Fig. 1: run 1, layout detail
Region (180, 180) to (230, 230) um. Cells in grey, sequential cells in the stronger grey; small squares are vias.
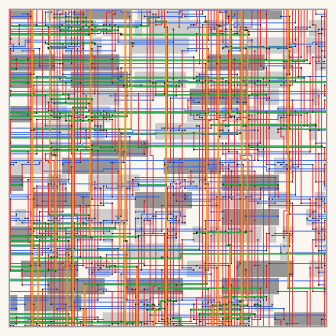
Fig. 2: run 1, I/O pins on the die edge
(1.5 px per um) Pins as bars across the die edge, other pins in grey.
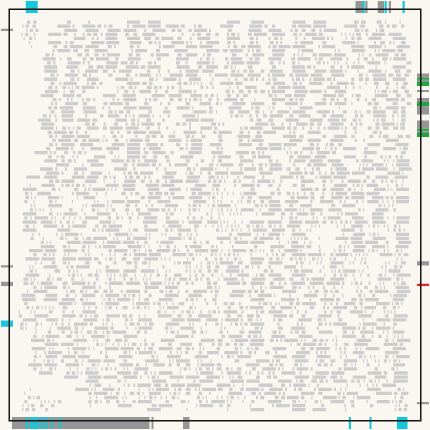
Fig. 3: run 1, clock nets
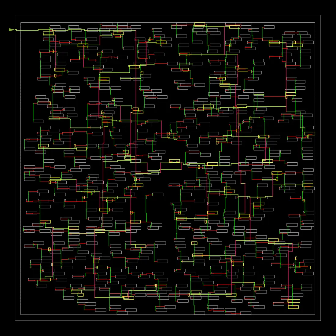
### src/rtl/bp_pkg.sv
// Shared types, constants and helpers for the gshare branch predictor.
package bp_pkg;

    localparam int BP_PC_W      = 32;
    localparam int BP_CTR_W     = 2;
    localparam int BP_BTB_IDX_W = 4;
    localparam int SAT_W        = 16;

    typedef logic [BP_CTR_W-1:0] ctr_t;

    typedef struct packed {
        logic                              valid;
        logic [BP_PC_W-BP_BTB_IDX_W-3:0]   tag;
        logic [BP_PC_W-1:0]                target;
    } btb_entry_t;

    // Weakly-not-taken value for a counter of the given width.
    function automatic logic [SAT_W-1:0] ctr_reset_val(input int width);
        return SAT_W'((1 << (width - 1)) - 1);
    endfunction

    // Saturating increment/decrement for a counter of the given width.
    function automatic logic [SAT_W-1:0] sat_update(input logic [SAT_W-1:0] ctr,
                                                    input logic             inc,
                                                    input int               width);
        logic [SAT_W-1:0] max_val;
        max_val = SAT_W'((1 << width) - 1);
        if (inc) begin
            return (ctr == max_val) ? ctr : ctr + SAT_W'(1);
        end
        return (ctr == '0) ? ctr : ctr - SAT_W'(1);
    endfunction

    localparam ctr_t CTR_WNT = ctr_t'(ctr_reset_val(BP_CTR_W));

endpackage

### src/rtl/gshare_branch_predictor_if.sv
// Predict and update bundle between fetch/execute and the gshare predictor.
interface gshare_branch_predictor_if #(
    parameter int PC_W      = 32,
    parameter int PHT_IDX_W = 8,
    parameter int GHR_W     = 8
);
    logic                 pred_req;
    logic [PC_W-1:0]      pred_pc;
    logic                 pred_vld;
    logic                 pred_taken;
    logic [PHT_IDX_W-1:0] pred_idx;
    logic [GHR_W-1:0]     pred_ghr;
    logic                 pred_hit;
    logic [PC_W-1:0]      pred_target;
    logic                 upd_vld;
    logic [PC_W-1:0]      upd_pc;
    logic [PHT_IDX_W-1:0] upd_idx;
    logic [GHR_W-1:0]     upd_ghr;
    logic                 upd_taken;
    logic                 upd_mispred;
    logic [PC_W-1:0]      upd_target;

    modport master (
        output pred_req, pred_pc,
        output upd_vld, upd_pc, upd_idx, upd_ghr, upd_taken, upd_mispred, upd_target,
        input  pred_vld, pred_taken, pred_idx, pred_ghr, pred_hit, pred_target
    );

    modport slave (
        input  pred_req, pred_pc,
        input  upd_vld, upd_pc, upd_idx, upd_ghr, upd_taken, upd_mispred, upd_target,
        output pred_vld, pred_taken, pred_idx, pred_ghr, pred_hit, pred_target
    );
endinterface

### src/rtl/bp_btb.sv
// Direct-mapped branch target buffer with a registered one-cycle lookup.
module bp_btb import bp_pkg::*; #(
    parameter int PC_W      = BP_PC_W,
    parameter int BTB_IDX_W = BP_BTB_IDX_W
) (
    input  logic            clk,
    input  logic            rst_n,
    input  logic            rd_en,
    input  logic [PC_W-1:0] rd_pc,
    input  logic            wr_en,
    input  logic [PC_W-1:0] wr_pc,
    input  logic [PC_W-1:0] wr_target,
    output logic            hit,
    output logic [PC_W-1:0] target
);
    localparam int ENTRIES = 1 << BTB_IDX_W;
    localparam int TAG_W   = PC_W - BTB_IDX_W - 2;

    logic [ENTRIES-1:0]   valid;
    logic [TAG_W-1:0]     tags    [ENTRIES];
    logic [PC_W-1:0]      targets [ENTRIES];
    logic [BTB_IDX_W-1:0] rd_idx;
    logic [BTB_IDX_W-1:0] wr_idx;
    logic                 rd_match;
    logic                 unused_low_bits;

    assign unused_low_bits = ^{rd_pc[1:0], wr_pc[1:0]};

    // Split lookup and write addresses into index and tag fields.
    always_comb begin
        rd_idx   = rd_pc[BTB_IDX_W+1:2];
        wr_idx   = wr_pc[BTB_IDX_W+1:2];
        rd_match = valid[rd_idx] && (tags[rd_idx] == rd_pc[PC_W-1:BTB_IDX_W+2]);
    end

    // Valid bits clear on reset; a taken branch allocates its slot.
    always_ff @(posedge clk or negedge rst_n) begin
        if (!rst_n) begin
            valid <= '0;
        end else if (wr_en) begin
            valid[wr_idx] <= 1'b1;
        end
    end

    // Tag and target payload; only meaningful behind a set valid bit.
    always_ff @(posedge clk) begin
        if (wr_en) begin
            tags[wr_idx]    <= wr_pc[PC_W-1:BTB_IDX_W+2];
            targets[wr_idx] <= wr_target;
        end
    end

    // Registered lookup result, held between requests.
    always_ff @(posedge clk or negedge rst_n) begin
        if (!rst_n) begin
            hit    <= 1'b0;
            target <= '0;
        end else if (rd_en) begin
            hit    <= rd_match;
            target <= rd_match ? targets[rd_idx] : '0;
        end
    end
endmodule

### src/rtl/gshare_branch_predictor.sv
// Gshare predictor: speculative GHR xor PC indexes a PHT of saturating
// counters; mispredicted updates repair the GHR. Optional BTB under BP_BTB_EN.
module gshare_branch_predictor import bp_pkg::*; #(
    parameter int PC_W      = BP_PC_W,
    parameter int PHT_IDX_W = 8,
    parameter int GHR_W     = 8,
    parameter int CTR_W     = BP_CTR_W,
    parameter int BTB_IDX_W = BP_BTB_IDX_W
) (
    input logic                      clk,
    input logic                      rst_n,
    gshare_branch_predictor_if.slave bp
);
    localparam int PHT_N = 1 << PHT_IDX_W;
    localparam logic [CTR_W-1:0] WNT = (CTR_W == BP_CTR_W) ? CTR_W'(CTR_WNT)
                                                           : CTR_W'(ctr_reset_val(CTR_W));

    logic [CTR_W-1:0]     pht [PHT_N];
    logic [GHR_W-1:0]     ghr;
    logic [PHT_IDX_W-1:0] rd_idx;
    logic                 rd_taken;
    logic [CTR_W-1:0]     upd_ctr;
    logic                 repair;

    logic                 vld_q;
    logic                 taken_q;
    logic [PHT_IDX_W-1:0] idx_q;
    logic [GHR_W-1:0]     ghr_q;
    logic                 btb_hit;
    logic [PC_W-1:0]      btb_target;
    logic                 unused_pc_bits;

    assign unused_pc_bits = ^{bp.pred_pc[PC_W-1:PHT_IDX_W+2], bp.pred_pc[1:0]};

    // Index, current counter direction and the counter's next value on update.
    always_comb begin
        rd_idx   = bp.pred_pc[PHT_IDX_W+1:2] ^ PHT_IDX_W'(ghr);
        rd_taken = pht[rd_idx][CTR_W-1];
        upd_ctr  = CTR_W'(sat_update(SAT_W'(pht[bp.upd_idx]), bp.upd_taken, CTR_W));
        repair   = bp.upd_vld & bp.upd_mispred;
    end

    // Pattern history table; the write lands after this cycle's read.
    always_ff @(posedge clk or negedge rst_n) begin
        if (!rst_n) begin
            for (int i = 0; i < PHT_N; i++) begin
                pht[i] <= WNT;
            end
        end else if (bp.upd_vld) begin
            pht[bp.upd_idx] <= upd_ctr;
        end
    end

    // Global history: repair wins over the wrong-path speculative shift.
    always_ff @(posedge clk or negedge rst_n) begin
        if (!rst_n) begin
            ghr <= '0;
        end else if (repair) begin
            ghr <= GHR_W'({bp.upd_ghr, bp.upd_taken});
        end else if (bp.pred_req) begin
            ghr <= GHR_W'({ghr, rd_taken});
        end
    end

    // Registered prediction; valid pulses once per request, payload holds.
    always_ff @(posedge clk or negedge rst_n) begin
        if (!rst_n) begin
            vld_q   <= 1'b0;
            taken_q <= 1'b0;
            idx_q   <= '0;
            ghr_q   <= '0;
        end else begin
            vld_q <= bp.pred_req;
            if (bp.pred_req) begin
                taken_q <= rd_taken;
                idx_q   <= rd_idx;
                ghr_q   <= ghr;
            end
        end
    end

`ifdef BP_BTB_EN
    bp_btb #(
        .PC_W      (PC_W),
        .BTB_IDX_W (BTB_IDX_W)
    ) u_btb (
        .clk       (clk),
        .rst_n     (rst_n),
        .rd_en     (bp.pred_req),
        .rd_pc     (bp.pred_pc),
        .wr_en     (bp.upd_vld & bp.upd_taken),
        .wr_pc     (bp.upd_pc),
        .wr_target (bp.upd_target),
        .hit       (btb_hit),
        .target    (btb_target)
    );
`else
    logic unused_btb_inputs;
    assign unused_btb_inputs = ^{bp.upd_pc, bp.upd_target, BTB_IDX_W[0]};
    assign btb_hit    = 1'b0;
    assign btb_target = '0;
`endif

    assign bp.pred_vld    = vld_q;
    assign bp.pred_taken  = taken_q;
    assign bp.pred_idx    = idx_q;
    assign bp.pred_ghr    = ghr_q;
    assign bp.pred_hit    = btb_hit;
    assign bp.pred_target = btb_target;
endmodule
### src/flat_wrapper.sv
// flat-port wrapper written by rule: the top's interface ports become plain ports
module gshare_branch_predictor_flat import bp_pkg::*;
#(
    parameter int PC_W      = BP_PC_W,
    parameter int PHT_IDX_W = 8,
    parameter int GHR_W     = 8,
    parameter int CTR_W     = BP_CTR_W,
    parameter int BTB_IDX_W = BP_BTB_IDX_W
)
  (clk, rst_n, bp_pred_req, bp_pred_pc, bp_upd_vld, bp_upd_pc, bp_upd_idx, bp_upd_ghr, bp_upd_taken, bp_upd_mispred, bp_upd_target, bp_pred_vld, bp_pred_taken, bp_pred_idx, bp_pred_ghr, bp_pred_hit, bp_pred_target);
  gshare_branch_predictor_if #(.PC_W(PC_W), .PHT_IDX_W(PHT_IDX_W), .GHR_W(GHR_W)) bp_i ();
  input logic clk;
  input logic rst_n;
  input wire logic [$bits(bp_i.pred_req)-1:0] bp_pred_req;
  input wire logic [$bits(bp_i.pred_pc)-1:0] bp_pred_pc;
  input wire logic [$bits(bp_i.upd_vld)-1:0] bp_upd_vld;
  input wire logic [$bits(bp_i.upd_pc)-1:0] bp_upd_pc;
  input wire logic [$bits(bp_i.upd_idx)-1:0] bp_upd_idx;
  input wire logic [$bits(bp_i.upd_ghr)-1:0] bp_upd_ghr;
  input wire logic [$bits(bp_i.upd_taken)-1:0] bp_upd_taken;
  input wire logic [$bits(bp_i.upd_mispred)-1:0] bp_upd_mispred;
  input wire logic [$bits(bp_i.upd_target)-1:0] bp_upd_target;
  output wire logic [$bits(bp_i.pred_vld)-1:0] bp_pred_vld;
  output wire logic [$bits(bp_i.pred_taken)-1:0] bp_pred_taken;
  output wire logic [$bits(bp_i.pred_idx)-1:0] bp_pred_idx;
  output wire logic [$bits(bp_i.pred_ghr)-1:0] bp_pred_ghr;
  output wire logic [$bits(bp_i.pred_hit)-1:0] bp_pred_hit;
  output wire logic [$bits(bp_i.pred_target)-1:0] bp_pred_target;
  assign bp_i.pred_req = bp_pred_req;
  assign bp_i.pred_pc = bp_pred_pc;
  assign bp_i.upd_vld = bp_upd_vld;
  assign bp_i.upd_pc = bp_upd_pc;
  assign bp_i.upd_idx = bp_upd_idx;
  assign bp_i.upd_ghr = bp_upd_ghr;
  assign bp_i.upd_taken = bp_upd_taken;
  assign bp_i.upd_mispred = bp_upd_mispred;
  assign bp_i.upd_target = bp_upd_target;
  assign bp_pred_vld = bp_i.pred_vld;
  assign bp_pred_taken = bp_i.pred_taken;
  assign bp_pred_idx = bp_i.pred_idx;
  assign bp_pred_ghr = bp_i.pred_ghr;
  assign bp_pred_hit = bp_i.pred_hit;
  assign bp_pred_target = bp_i.pred_target;
  gshare_branch_predictor #(.PC_W(PC_W), .PHT_IDX_W(PHT_IDX_W), .GHR_W(GHR_W), .CTR_W(CTR_W), .BTB_IDX_W(BTB_IDX_W)) u_core (.clk(clk), .rst_n(rst_n), .bp(bp_i));
endmodule
### config.mk
export PLATFORM = sky130hd
export DESIGN_NAME = gshare_branch_predictor_flat
export DESIGN_NICKNAME = d
export VERILOG_FILES = /design/src/rtl/bp_pkg.sv /design/src/rtl/gshare_branch_predictor_if.sv /design/src/rtl/bp_btb.sv /design/src/rtl/gshare_branch_predictor.sv /design/src/flat_wrapper.sv
export SDC_FILE = /design/constraint.sdc
export NUM_CORES = 1
export LEC_CHECK = 0
export CELL_PAD_IN_SITES_DETAIL_PLACEMENT = 1
export CELL_PAD_IN_SITES_GLOBAL_PLACEMENT = 2
export CORE_MARGIN = 5
export CORE_UTILIZATION = 43
export CTS_BUF_LIST = sky130_fd_sc_hd__clkbuf_8 sky130_fd_sc_hd__clkbuf_16
export CTS_CLUSTER_DIAMETER = 150
export DETAILED_ROUTE_END_ITERATION = 10
export GPL_TIMING_DRIVEN = 0
export PLACE_DENSITY_LB_ADDON = 0.1
export SYNTH_ARGS = -nofsm -noshare
export SYNTH_HDL_FRONTEND = slang
export SYNTH_SLANG_ARGS = --single-unit
### constraint.sdc
create_clock -name clk -period 8 [get_ports clk]
set_input_delay 2.4 -clock clk [delete_from_list [all_inputs] [get_ports clk]]
set_output_delay 2.4 -clock clk [all_outputs]
set_load 0.01 [all_outputs]
==> run_results.csv, run 1 <==
group,metric,value,unit
die,design.portCount,169,
place,port_buffers,43,
die,floorplan.rows,96,
critical_path,path_max_fanout,10,
global_route,remaining_overflow_grt,0,
drt,route.vias.total,27843,
final_layout,layout_top_cell_excl_fill_tap,"sky130_fd_sc_hd__nand2_1",
status,outcome,"complete, but fails checks",
die,core-area,0.06871,sq mm
clock_network,hold_buffers_post_cts,0,
drt,detailroute.wirelength.met3,16600,um
timing,finalMaxSlewViolations,31,
final_layout,largest_class,"multi-input combinational cells",
final_layout,finish.net_count,3077,
yosys,postSynthSeqShare,0.4624,
final_layout,largest_register_ffs,512,
timing,worst_slack,0.1398,ns
critical_path,reg2reg_slack,2.23,ns
final_layout,max_flop_register,"u_core.pht",
global_route,gr-max-usage-layer,"met2",
status,violations_in_the_final_reports,"capacitance limit, slew limit",
final_layout,logic_area,0.01436,sq mm
run,cap_viol_max_count,4,
clock_network,clk_root_buffer_cell,"sky130_fd_sc_hd__clkbuf_16",
yosys,synth_top_area_share,0.2367,
clock_network,cts_max_path_buffers,3,
Back to the opening pictures, Fig. 1:
| colour | layer |
|---|---|
| red | met2 |
| green | met3 |
| blue | met1 |
| orange | met4 |
sequential cells in the window: 21
netlist names of flops here include: u_core.pht (21)
cells with their middle in the window: 105
most frequent: a21oi_1 (23), dfrtp_1 (21), a41oi_1 (19)

Back to the opening pictures, Fig. 2:
| colour | port | pins | direction | edge |
|---|---|---|---|---|
| cyan | bp_pred_target | 32 | output | 18 bottom, 11 top, 3 left |
| red | bp_upd_taken | 1 | input | right |
| green | bp_pred_ghr | 8 | output | right |
all pins by edge: 113 bottom, 27 right, 22 top, 7 left
chip width: 273.3 um
Die H: 273.3 um

Back to the opening pictures, Fig. 3:
power attributed to the clock group: 2.82 mW
Worst Skew: 0.02608 ns
number of clock sinks: 538

[run 1: worst max path at each step]
stage                   from               to  slack [ns]
5_1_grt        bp_upd_idx[2]  u_core.pht[474]        0.28
3_3_place_gp           rst_n  u_core.pht[361]      -19.60
3_5_place_dp   bp_upd_idx[1]  u_core.pht[233]       -0.74
2_1_floorplan  bp_upd_idx[0]   u_core.pht[33]        2.64
4_1_cts        bp_upd_idx[1]  u_core.pht[474]        0.45
6_report       bp_upd_idx[1]  u_core.pht[474]        0.14
[run 1: cell families after synthesis]
kind of cell	synth area share
AOI/OAI and AO/OA	0.2257
xor gates and xnor gates	0.003820
buffers and inverters	0.06099
DFF	0.4624
muxes	0.1535
other	0.0001258
and+or+nand+nor	0.09344
## Run 2: what changed since run 1
Settings changed: CORE_UTILIZATION 43 to 44, GPL_TIMING_DRIVEN 0 to default, SYNTH_HIERARCHICAL from default to 1.
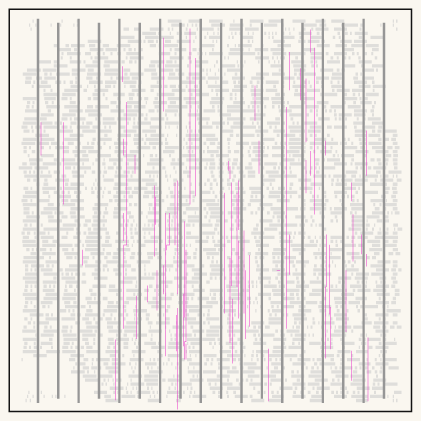
Fig. 4. Signal wires on met4 (run 2).
(1.5 px per um) Supply wires on this layer in grey.
share of all routed wire: 2.7%
nets with wire on the layer: 45
main direction: vertical
longest straight run: 148 um
wire length on this layer: 2680 um
Vias: 22635
sum of routed wire length over all layers: 97900 um

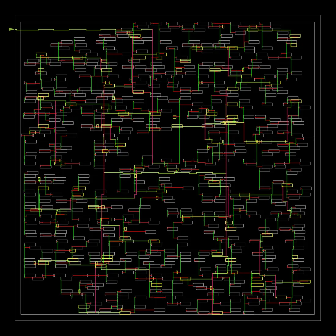
Fig. 5. Clock nets (run 2).
worst skew pair latency: 0.59 ns
Seq Cell Count: 538
clock tree buffer count of the final layout: 81
number of CTS-inserted buffers: 66
Worst Skew: 0.02147 ns

==> run 2 against run 1 <==
Cell count decreased by 12%. Global-route usage decreased by 9.9 points. Synthesized cell count decreased by 5.4%. Clock power increased by 5%. Power decreased by 0.65%. The flow now finishes without violations. Clock skew decreased by 0.0046 ns. Clock-buffer cell count increased by 2. Maximum frequency increased by 25%. Worst setup slack improved by 1.6 ns. Worst hold slack improved by 0.010 ns.
==> run_results.csv, run 2 <==
group,metric,value,unit
final_layout,logic_area,0.01398,sq mm
global_route,remaining_overflow_grt,0,
yosys,postSynthSeqShare,0.4738,
clock_network,cts_max_path_buffers,3,
run,cap_viol_max_count,0,
timing,finalMaxSlewViolations,0,
yosys,synth.comb.largest_family,"AND-OR/OR-AND gates",
yosys,yosys.area_share.aoi,0.2408,
power_and_ir_drop,power_clock,2.95,mW
timing,worst_slack,1.697,ns
die,design.portCount,169,
yosys,ys_sh_xor,0.004215,
final_layout,finish.net_count,2687,
global_route,gr-max-usage-layer,"met2",
critical_path,worstSetupEndpoint,"u_core/pht[23]",
status,outcome,"completed",
final_layout,largest_register_ffs,512,
final_layout,layout_top_cell_excl_fill_tap,"sky130_fd_sc_hd__a21oi_1",
clock_network,hold_buffers_post_cts,0,
drt,detailroute.wirelength.met3,5528,um
final_layout,max_flop_register,"u_core/pht",
clock_network,clk_root_buffer_cell,"sky130_fd_sc_hd__clkbuf_16",
yosys,synth.mux.area_fraction,0.1567,
yosys,synth_top_area_share,0.2426,
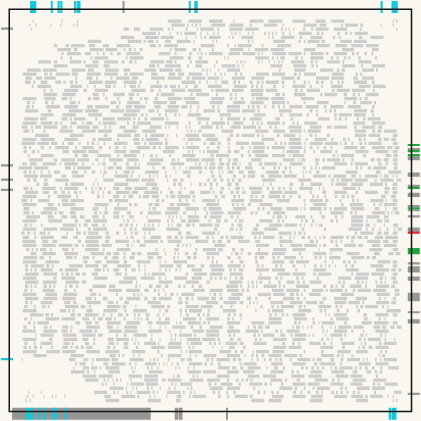
Fig. 6. I/O pins on the die edge (run 2).
(1.5 px per um) Pins as bars across the die edge, other pins in grey.
| colour | port | pins | direction | edge |
|---|---|---|---|---|
| red | bp_upd_taken | 1 | input | right |
| green | bp_pred_ghr | 8 | output | right |
| cyan | bp_pred_target | 32 | output | 18 top, 13 bottom, 1 left |
all pins by edge: 109 bottom, 36 right, 19 top, 5 left
Die H: 267.1 um
chip width: 267.1 um
total of buffers placed on input and output ports: 46

==> run 2: cell types whose count changed after synthesis, moves of 121 or more <==
cell / previous run / this run
sky130_fd_sc_hd__a31oi_1: 35 / 244
sky130_fd_sc_hd__a41oi_1: 225 / 1
sky130_fd_sc_hd__o31ai_2: 0 / 121
sky130_fd_sc_hd__nand2_1: 450 / 239
sky130_fd_sc_hd__o31ai_1: 195 / 68
sky130_fd_sc_hd__o21ai_0: 69 / 264
==> run 2: area by class of cell <==
class | instances | share of cell area
flip-flops and latches | 538 | 0.4237
clock buffers | 81 | 0.05816
clock inverters | 32 | 0.007308
inverters | 7 | 0.0008078
well taps | 864 | 0.03323
multi-input cells | 1798 | 0.4298
repair buffers | 158 | 0.04693
diodes | 1 | 0.00007693
## Run 3: what changed since run 2
Settings changed: CORE_UTILIZATION 44 to 41.
Clock period 8 ns to 6.3 ns, I/O delays scaled along.
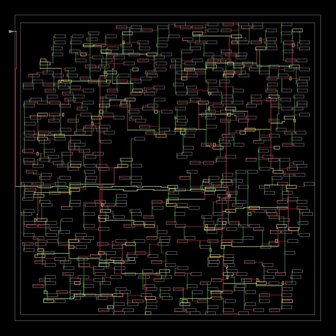
Fig. 7. Clock nets (run 3).
number of CTS-inserted buffers: 67
Worst Skew: 0.02146 ns
worst skew pair latency: 0.61 ns
clock tree buffer count of the final layout: 88
power attributed to the clock group: 3.82 mW

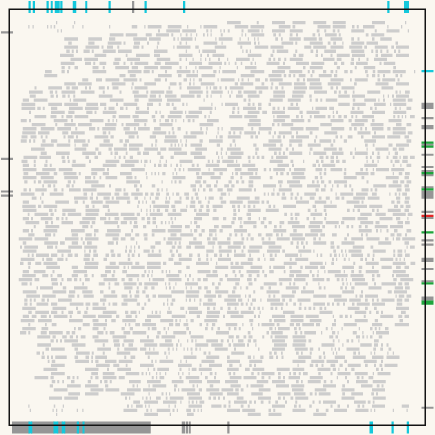
Fig. 8. I/O pins on the die edge (run 3).
(1.5 px per um) Pins as bars across the die edge, other pins in grey.
| colour | port | pins | direction | edge |
|---|---|---|---|---|
| cyan | bp_pred_target | 32 | output | 18 top, 13 bottom, 1 right |
| red | bp_upd_taken | 1 | input | right |
| green | bp_pred_ghr | 8 | output | right |
Die H: 276.4 um
chip width: 276.4 um

==> run 3 against run 2 <==
Utilization down 2.2 points. Critical path depth down 1. Flip-flop count unchanged. Die area up 7.0%. Cell count up 4.4%. Combinational power up 31%. Largest cell class unchanged.
==> run_results.csv, run 3 <==
group,metric,value,unit
critical_path,worstSetupEndpoint,"u_core/pht[118]",
yosys,synth_top_area_share,0.2426,
run,cap_viol_max_count,0,
die,design.portCount,169,
yosys,syn_inst,2660,
final_layout,layout_top_cell_excl_fill_tap,"sky130_fd_sc_hd__a21oi_1",
final_layout,n_all_buffers,224,
timing,finalMaxSlewViolations,0,
final_layout,logic_area,0.01398,sq mm
final_layout,seq_area_share,0.4151,
final_layout,largest_register_ffs,512,
clock_network,cts_num_sinks,538,
drt,detailroute.wirelength.met3,5992,um
yosys,synthesis.area,0.02909,sq mm
die,floorplan.tapcells,940,
critical_path,reg2reg_slack,2.36,ns
critical_path,critical_path.startpoint,"bp_upd_idx[0]",
drt,drt-total-wl,101600,um
final_layout,logic_gate_count,1798,
critical_path,path_cells,"buf_6 -> buf_4 -> mux4_2 -> a21oi_1 -> a221oi_1 -> nor2_1 -> nand2_1 -> nor4_1 -> maj3_4 -> buf_4 -> o21ai_0",
final_layout,insertedDiodeCount,2,
final_layout,comb_area_share,0.4211,
final_layout,finish.net_count,2754,
die,floorplan.rows,97,
clock_network,clk_root_buffer_cell,"sky130_fd_sc_hd__clkbuf_16",
timing,worst_slack,0.6966,ns
yosys,postSynthSeqShare,0.4738,
status,outcome,"completed",
final_layout,ff_count,538,
final_layout,largest_class,"multi-input combinational cells",
global_route,gr-max-usage-layer,"met2",
die,core-area,0.07015,sq mm
final_layout,area_share_nonclk_buffers,0.06128,
final_layout,clock_cell_area_share,0.06614,
global_route,remaining_overflow_grt,0,
critical_path,cp_slowest_cell,"sky130_fd_sc_hd__nor4_1",
drt,route.vias.total,22728,
clock_network,cts_max_path_buffers,3,
clock_network,hold_buffers_post_cts,0,
critical_path,path_max_fanout,40,
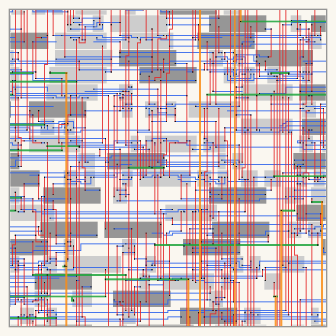
Fig. 9. Layout detail (run 3).
Region (182, 182) to (232, 232) um. Cells in grey, sequential cells in the stronger grey; small squares are vias.
| colour | layer |
|---|---|
| green | met3 |
| orange | met4 |
| red | met2 |
| blue | met1 |
cells with their middle in the window: 93
sequential cells in the window: 21
most frequent: a31oi_1 (22), a21oi_1 (21), dfrtp_1 (21)
netlist names of flops here include: u_core/pht (21)

run 3: cell counts after synthesis:
No cell type changed its count.
run 3: kinds of logic (layout without fill, tap and decap cells):
group,Yosys count,after routing,synth area share
AND-OR/OR-AND,1072,1072,0.2409
flip-flops,538,538,0.4738
AND/OR/NAND/NOR,428,428,0.06533
buffers and inverters,356,353,0.05823
multiplexers,249,249,0.1567
XOR/XNOR,14,14,0.004215
adder cells (fa/ha/maj),2,2,0.0007311
other,1,35,0.0001289
run 3: per-stage QoR:
| stage | std cells | hold WS [ns] |
|---|---|---|
| 4_1_cts | 3629 | 0.4785 |
| 3_3_place_gp | 3507 | 0.4647 |
| 2_1_floorplan | 2692 | 0.4551 |
| 5_1_grt | 3630 | 0.4929 |
| 6_report | 3631 | 0.4765 |
| 3_5_place_dp | 3507 | 0.4701 |

==> gallery <==
Metal 3.
panel A
(1.5 px per um)
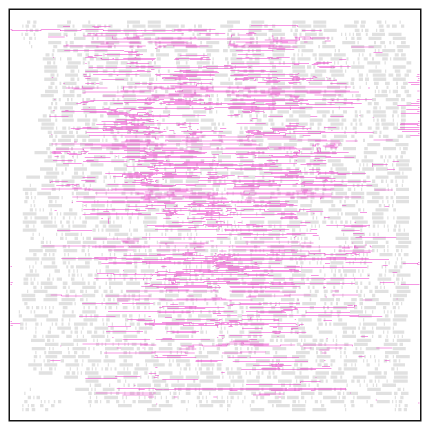
panel B
(1.5 px per um)
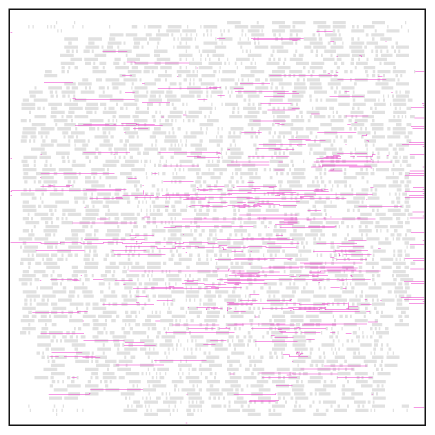
panel C
(2 px per um)
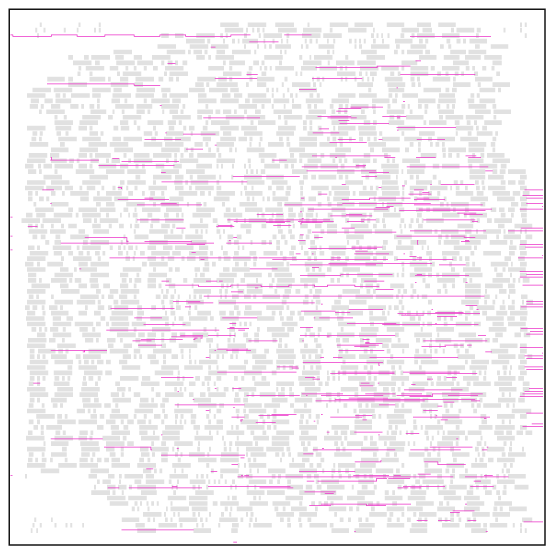
run 3 -> panel B
run 1 -> panel A
run 2 -> panel C

Power and IR drop assume default switching activity.
